Fig. 1: routed metal, one colour a layer
(6 px per µm) Only two layers are drawn.
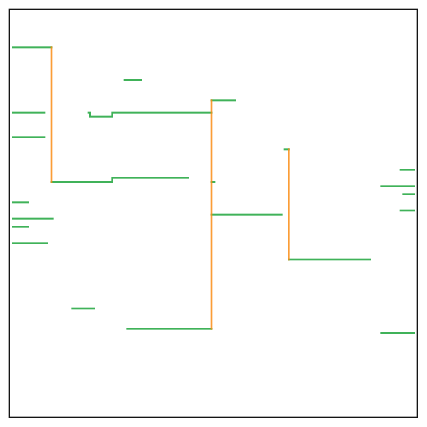
Fig. 2: metal 1
(6 px per µm) Supply wires on this layer in grey.
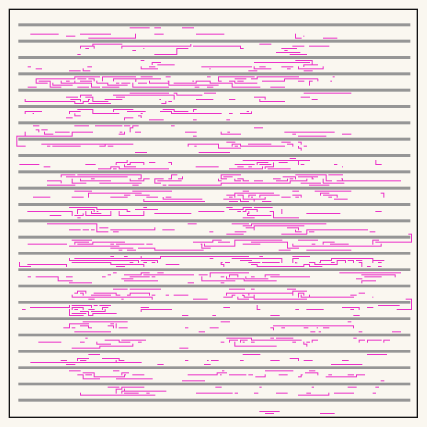
Fig. 3: close-up of the layout
Window x 19 to 49, y 32 to 62 µm. Cells in grey, sequential cells in the stronger grey; small squares are vias.
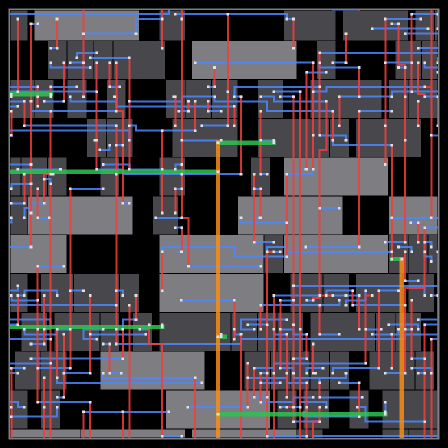
Fig. 4: logic cells by family
(6 px per µm)
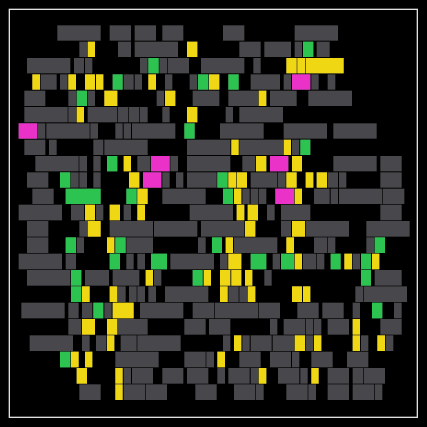
Fig. 5: routing congestion
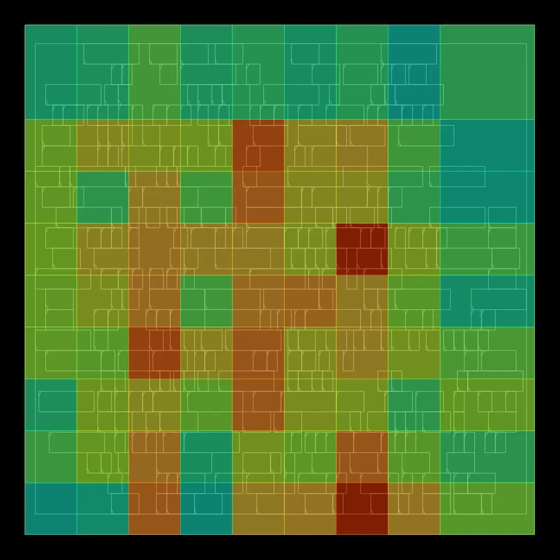
File: src/rtl/parking_pkg.sv
// Shared gate state type and calendar constants for the parking gate controller.
package parking_pkg;

   localparam int HOURS_PER_DAY = 24;
   localparam int HOUR_W        = 8;
   localparam int DEFAULT_CNT_W = 10;

   typedef enum logic [1:0] {
      IDLE,
      OPEN,
      DENY,
      CLOSE
   } gate_state_t;

endpackage

File: src/rtl/parking_gate_controller_if.sv
// Barrier-side signals: sensor/badge inputs towards the controller, actuator and event pulses back out.
interface parking_gate_controller_if;

   logic entry_req;
   logic entry_is_uni;
   logic entry_pass;
   logic exit_req;
   logic exit_is_uni;
   logic exit_pass;

   logic car_entered;
   logic is_uni_car_entered;
   logic car_exited;
   logic is_uni_car_exited;
   logic entry_gate_open;
   logic exit_gate_open;
   logic entry_denied;
   logic exit_denied;
   logic entry_timeout;
   logic exit_timeout;

   // master is the sensor side of the barriers, slave is the controller
   modport master (
      output entry_req, entry_is_uni, entry_pass,
      output exit_req, exit_is_uni, exit_pass,
      input  car_entered, is_uni_car_entered, car_exited, is_uni_car_exited,
      input  entry_gate_open, exit_gate_open, entry_denied, exit_denied,
      input  entry_timeout, exit_timeout
   );

   modport slave (
      input  entry_req, entry_is_uni, entry_pass,
      input  exit_req, exit_is_uni, exit_pass,
      output car_entered, is_uni_car_entered, car_exited, is_uni_car_exited,
      output entry_gate_open, exit_gate_open, entry_denied, exit_denied,
      output entry_timeout, exit_timeout
   );

endinterface

File: src/rtl/parking_gate_fsm.sv
// One barrier: accepts a badge request, opens or denies, then waits for the car or a timeout.
module parking_gate_fsm
   import parking_pkg::*;
#(
   parameter int OPEN_TIMEOUT = 8,
   parameter int CLOSE_HOLD   = 2
) (
   input  logic clk,
   input  logic reset,
   input  logic req,
   input  logic is_uni,
   input  logic permit,
   input  logic pass,
   output logic gate_open,
   output logic event_pulse,
   output logic event_is_uni,
   output logic denied,
   output logic timeout
);

   localparam int TMR_W  = $clog2(OPEN_TIMEOUT + 1);
   localparam int HOLD_W = $clog2(CLOSE_HOLD + 1);
   localparam logic [TMR_W-1:0]  TMR_LAST  = TMR_W'(OPEN_TIMEOUT - 1);
   localparam logic [HOLD_W-1:0] HOLD_LAST = HOLD_W'(CLOSE_HOLD - 1);

   gate_state_t       state;
   logic [TMR_W-1:0]  open_tmr;
   logic [HOLD_W-1:0] hold_cnt;
   logic              latched_uni;

   // Pulses default low every cycle; pass is checked before the timer so a
   // car arriving on the last open cycle still counts as an event.
   always_ff @(posedge clk) begin
      if (reset) begin
         state        <= IDLE;
         open_tmr     <= '0;
         hold_cnt     <= '0;
         latched_uni  <= 1'b0;
         gate_open    <= 1'b0;
         event_pulse  <= 1'b0;
         event_is_uni <= 1'b0;
         denied       <= 1'b0;
         timeout      <= 1'b0;
      end else begin
         event_pulse  <= 1'b0;
         event_is_uni <= 1'b0;
         denied       <= 1'b0;
         timeout      <= 1'b0;
         case (state)
            IDLE: begin
               if (req) begin
                  latched_uni <= is_uni;
                  if (permit) begin
                     state     <= OPEN;
                     gate_open <= 1'b1;
                     open_tmr  <= '0;
                  end else begin
                     state  <= DENY;
                     denied <= 1'b1;
                  end
               end
            end
            DENY: begin
               state <= IDLE;
            end
            OPEN: begin
               if (pass) begin
                  state        <= CLOSE;
                  gate_open    <= 1'b0;
                  event_pulse  <= 1'b1;
                  event_is_uni <= latched_uni;
                  hold_cnt     <= '0;
               end else if (open_tmr == TMR_LAST) begin
                  state     <= CLOSE;
                  gate_open <= 1'b0;
                  timeout   <= 1'b1;
                  hold_cnt  <= '0;
               end else begin
                  open_tmr <= open_tmr + 1'b1;
               end
            end
            CLOSE: begin
               if (hold_cnt == HOLD_LAST) begin
                  state <= IDLE;
               end else begin
                  hold_cnt <= hold_cnt + 1'b1;
               end
            end
            default: begin
               state <= IDLE;
            end
         endcase
      end
   end

endmodule

File: src/rtl/parking_gate_controller.sv
// Event front end for parking_management: entry/exit gate FSMs, their permit muxes and the hour clock.
module parking_gate_controller
   import parking_pkg::*;
#(
   parameter int CYCLES_PER_HOUR = 10,
   parameter int START_HOUR      = 0,
   parameter int OPEN_TIMEOUT    = 8,
   parameter int CLOSE_HOLD      = 2,
   parameter int CNT_W           = DEFAULT_CNT_W
) (
   input  logic                      clk,
   input  logic                      reset,
   parking_gate_controller_if.slave  gate_if,
   input  logic                      uni_is_vacated_space,
   input  logic                      is_vacated_space,
   input  logic [CNT_W-1:0]          uni_parked_car,
   input  logic [CNT_W-1:0]          parked_car,
   output logic [HOUR_W-1:0]         current_hour
);

   localparam int CYC_W = $clog2(CYCLES_PER_HOUR);
   localparam logic [CYC_W-1:0]  CYC_LAST  = CYC_W'(CYCLES_PER_HOUR - 1);
   localparam logic [HOUR_W-1:0] HOUR_LAST = HOUR_W'(HOURS_PER_DAY - 1);
   localparam logic [HOUR_W-1:0] HOUR_INIT = HOUR_W'(START_HOUR);

   logic             entry_permit;
   logic             exit_permit;
   logic [CYC_W-1:0] cycle_cnt;

   // A car may only leave under a class that still has a car parked.
   assign entry_permit = gate_if.entry_is_uni ? uni_is_vacated_space : is_vacated_space;
   assign exit_permit  = gate_if.exit_is_uni ? (uni_parked_car != '0) : (parked_car != '0);

   always_ff @(posedge clk) begin
      if (reset) begin
         cycle_cnt    <= '0;
         current_hour <= HOUR_INIT;
      end else if (cycle_cnt == CYC_LAST) begin
         cycle_cnt    <= '0;
         current_hour <= (current_hour == HOUR_LAST) ? '0 : current_hour + 1'b1;
      end else begin
         cycle_cnt <= cycle_cnt + 1'b1;
      end
   end

   parking_gate_fsm #(
      .OPEN_TIMEOUT (OPEN_TIMEOUT),
      .CLOSE_HOLD   (CLOSE_HOLD)
   ) u_entry_fsm (
      .clk          (clk),
      .reset        (reset),
      .req          (gate_if.entry_req),
      .is_uni       (gate_if.entry_is_uni),
      .permit       (entry_permit),
      .pass         (gate_if.entry_pass),
      .gate_open    (gate_if.entry_gate_open),
      .event_pulse  (gate_if.car_entered),
      .event_is_uni (gate_if.is_uni_car_entered),
      .denied       (gate_if.entry_denied),
      .timeout      (gate_if.entry_timeout)
   );

   parking_gate_fsm #(
      .OPEN_TIMEOUT (OPEN_TIMEOUT),
      .CLOSE_HOLD   (CLOSE_HOLD)
   ) u_exit_fsm (
      .clk          (clk),
      .reset        (reset),
      .req          (gate_if.exit_req),
      .is_uni       (gate_if.exit_is_uni),
      .permit       (exit_permit),
      .pass         (gate_if.exit_pass),
      .gate_open    (gate_if.exit_gate_open),
      .event_pulse  (gate_if.car_exited),
      .event_is_uni (gate_if.is_uni_car_exited),
      .denied       (gate_if.exit_denied),
      .timeout      (gate_if.exit_timeout)
   );

endmodule

File: src/flat_wrapper.sv
// flat-port wrapper written by rule: the top's interface ports become plain ports
module parking_gate_controller_flat import parking_pkg::*;
#(
   parameter int CYCLES_PER_HOUR = 10,
   parameter int START_HOUR      = 0,
   parameter int OPEN_TIMEOUT    = 8,
   parameter int CLOSE_HOLD      = 2,
   parameter int CNT_W           = DEFAULT_CNT_W
)
  (clk, reset, uni_is_vacated_space, is_vacated_space, uni_parked_car, parked_car, current_hour, gate_if_entry_req, gate_if_entry_is_uni, gate_if_entry_pass, gate_if_exit_req, gate_if_exit_is_uni, gate_if_exit_pass, gate_if_car_entered, gate_if_is_uni_car_entered, gate_if_car_exited, gate_if_is_uni_car_exited, gate_if_entry_gate_open, gate_if_exit_gate_open, gate_if_entry_denied, gate_if_exit_denied, gate_if_entry_timeout, gate_if_exit_timeout);
  parking_gate_controller_if gate_if_i ();
  input  logic clk;
  input  logic reset;
  input  logic uni_is_vacated_space;
  input  logic is_vacated_space;
  input  logic [CNT_W-1:0] uni_parked_car;
  input  logic [CNT_W-1:0] parked_car;
  output logic [HOUR_W-1:0] current_hour;
  input wire logic [$bits(gate_if_i.entry_req)-1:0] gate_if_entry_req;
  input wire logic [$bits(gate_if_i.entry_is_uni)-1:0] gate_if_entry_is_uni;
  input wire logic [$bits(gate_if_i.entry_pass)-1:0] gate_if_entry_pass;
  input wire logic [$bits(gate_if_i.exit_req)-1:0] gate_if_exit_req;
  input wire logic [$bits(gate_if_i.exit_is_uni)-1:0] gate_if_exit_is_uni;
  input wire logic [$bits(gate_if_i.exit_pass)-1:0] gate_if_exit_pass;
  output wire logic [$bits(gate_if_i.car_entered)-1:0] gate_if_car_entered;
  output wire logic [$bits(gate_if_i.is_uni_car_entered)-1:0] gate_if_is_uni_car_entered;
  output wire logic [$bits(gate_if_i.car_exited)-1:0] gate_if_car_exited;
  output wire logic [$bits(gate_if_i.is_uni_car_exited)-1:0] gate_if_is_uni_car_exited;
  output wire logic [$bits(gate_if_i.entry_gate_open)-1:0] gate_if_entry_gate_open;
  output wire logic [$bits(gate_if_i.exit_gate_open)-1:0] gate_if_exit_gate_open;
  output wire logic [$bits(gate_if_i.entry_denied)-1:0] gate_if_entry_denied;
  output wire logic [$bits(gate_if_i.exit_denied)-1:0] gate_if_exit_denied;
  output wire logic [$bits(gate_if_i.entry_timeout)-1:0] gate_if_entry_timeout;
  output wire logic [$bits(gate_if_i.exit_timeout)-1:0] gate_if_exit_timeout;
  assign gate_if_i.entry_req = gate_if_entry_req;
  assign gate_if_i.entry_is_uni = gate_if_entry_is_uni;
  assign gate_if_i.entry_pass = gate_if_entry_pass;
  assign gate_if_i.exit_req = gate_if_exit_req;
  assign gate_if_i.exit_is_uni = gate_if_exit_is_uni;
  assign gate_if_i.exit_pass = gate_if_exit_pass;
  assign gate_if_car_entered = gate_if_i.car_entered;
  assign gate_if_is_uni_car_entered = gate_if_i.is_uni_car_entered;
  assign gate_if_car_exited = gate_if_i.car_exited;
  assign gate_if_is_uni_car_exited = gate_if_i.is_uni_car_exited;
  assign gate_if_entry_gate_open = gate_if_i.entry_gate_open;
  assign gate_if_exit_gate_open = gate_if_i.exit_gate_open;
  assign gate_if_entry_denied = gate_if_i.entry_denied;
  assign gate_if_exit_denied = gate_if_i.exit_denied;
  assign gate_if_entry_timeout = gate_if_i.entry_timeout;
  assign gate_if_exit_timeout = gate_if_i.exit_timeout;
  parking_gate_controller #(.CYCLES_PER_HOUR(CYCLES_PER_HOUR), .START_HOUR(START_HOUR), .OPEN_TIMEOUT(OPEN_TIMEOUT), .CLOSE_HOLD(CLOSE_HOLD), .CNT_W(CNT_W)) u_core (.clk(clk), .reset(reset), .gate_if(gate_if_i), .uni_is_vacated_space(uni_is_vacated_space), .is_vacated_space(is_vacated_space), .uni_parked_car(uni_parked_car), .parked_car(parked_car), .current_hour(current_hour));
endmodule
File: config.mk
export PLATFORM = sky130hd
export DESIGN_NAME = parking_gate_controller_flat
export DESIGN_NICKNAME = d
export VERILOG_FILES = /design/src/rtl/parking_pkg.sv /design/src/rtl/parking_gate_controller_if.sv /design/src/rtl/parking_gate_fsm.sv /design/src/rtl/parking_gate_controller.sv /design/src/flat_wrapper.sv
export SDC_FILE = /design/constraint.sdc
export NUM_CORES = 1
export LEC_CHECK = 0
export ABC_AREA = 1
export CAP_MARGIN = 30
export CORE_UTILIZATION = 44
export CTS_CLUSTER_SIZE = 24
export DETAILED_ROUTE_END_ITERATION = 16
export GPL_TIMING_DRIVEN = 0
export HOLD_SLACK_MARGIN = 0.1
export PLACE_DENSITY = 0.71
export SYNTH_ARGS = -nofsm -noshare
export SYNTH_HDL_FRONTEND = slang
export SYNTH_SLANG_ARGS = --single-unit
File: constraint.sdc
create_clock -name clk -period 1.9 [get_ports clk]
set_input_delay 0.19 -clock clk [delete_from_list [all_inputs] [get_ports clk]]
set_output_delay 0.19 -clock clk [all_outputs]
set_load 0.01 [all_outputs]
==> flow_metrics.tcl <==
# collected from the flow reports
set metrics [dict create \
    fin_nets 355 \
    clock_skew_ns 0.00242 \
    cp_data_required_time_ns 2.07 \
    synth_top_area_share_pct 42.1 \
    hold_path.class "reg -> reg" \
    min_path_cells 2 \
    synth_flops 40 \
    pre_cts_ws_ns 0.236 \
    drt_pass1_iterations 4 \
    setup_viol 0 \
    startpoint "u_core.cycle_cnt[0]$_SDFF_PP0_" \
    worst_slew_pin_slew_ns 0.517 \
    grt_pass1_wl_um 7040 \
    endpoint "u_core.current_hour[6]$_SDFFE_PP0P_" \
    synthesis.nets 301 \
    criticalPathCategory "reg -> reg" \
    clock.fmax_ghz 0.676 \
    netlist_instances 264 \
    pg_comb_w 0.000399 \
    area_growth_syn_to_layout_pct 32.9 \
    ys_cells 264 \
    grt_usage_pct 20.6 \
    fin_cells 369 \
    outcome "completed" \
    cp_slowest_cell "dfxtp_1" \
    vias 1761 \
]
Back to the opening pictures, Fig. 1:
M4 -> orange  # wire length 78.9 µm
M3 -> green  # wire length 148 µm

Back to the opening pictures, Fig. 2:
main direction = horizontal
longest straight run = 18.4 µm
wire length on this layer = 1790 µm
nets with wire on the layer = 332

Back to the opening pictures, Fig. 3:
M1 -> blue
M4 -> orange
M2 -> red
M3 -> green
netlist names of flops here include = u_core.current_hour (4), u_core.u_exit_fsm.open_tmr (3), u_core.cycle_cnt (2)
most frequent = nor2_1 (13), nand3_1 (12)
cells with their middle in the window = 84
sequential cells in the window = 11

Back to the opening pictures, Fig. 4:
aoi and oai cells -> green  # cells 31
nand cells -> yellow  # cells 74
xor and xnor cells -> magenta  # cells 6

Back to the opening pictures, Fig. 5:
post-layout util: 61.9%
average wire per standard cell: 10.4 µm
busiest grt layer: met2

## area by class of cell
cell class,count,area (µm²)
buffer,3,11.3
clock buffer,6,82.6
clock inverter,2,10.0
fill,392,1560
inverter,40,150
multi-input combinational,181,941
sequential,40,801
tap,50,62.6
timing repair buffer,47,470
## synthesized netlist by cell type (all sizes together) (2+ instances only)
master and instances:
ha 7, xor2 5, nor2 46, o21ai 10
nand3 25, nor3b 3, a211oi 2, a21oi 18
or2 2, inv 40, nand2 48, clkbuf 2
nor3 11, dfxtp 40
## per-layer routing
layer  part of all wire [%]  vias to the layer above  wire [µm]  track usage [%]
li1                       -                      948          -                -
met1                     47                      780       1790             23.9
met2                     47                       24       1810             35.1
met3                    3.8                        9        147             6.25
met4                    2.0                        0         78             7.71
met5                      0                        -          0                0
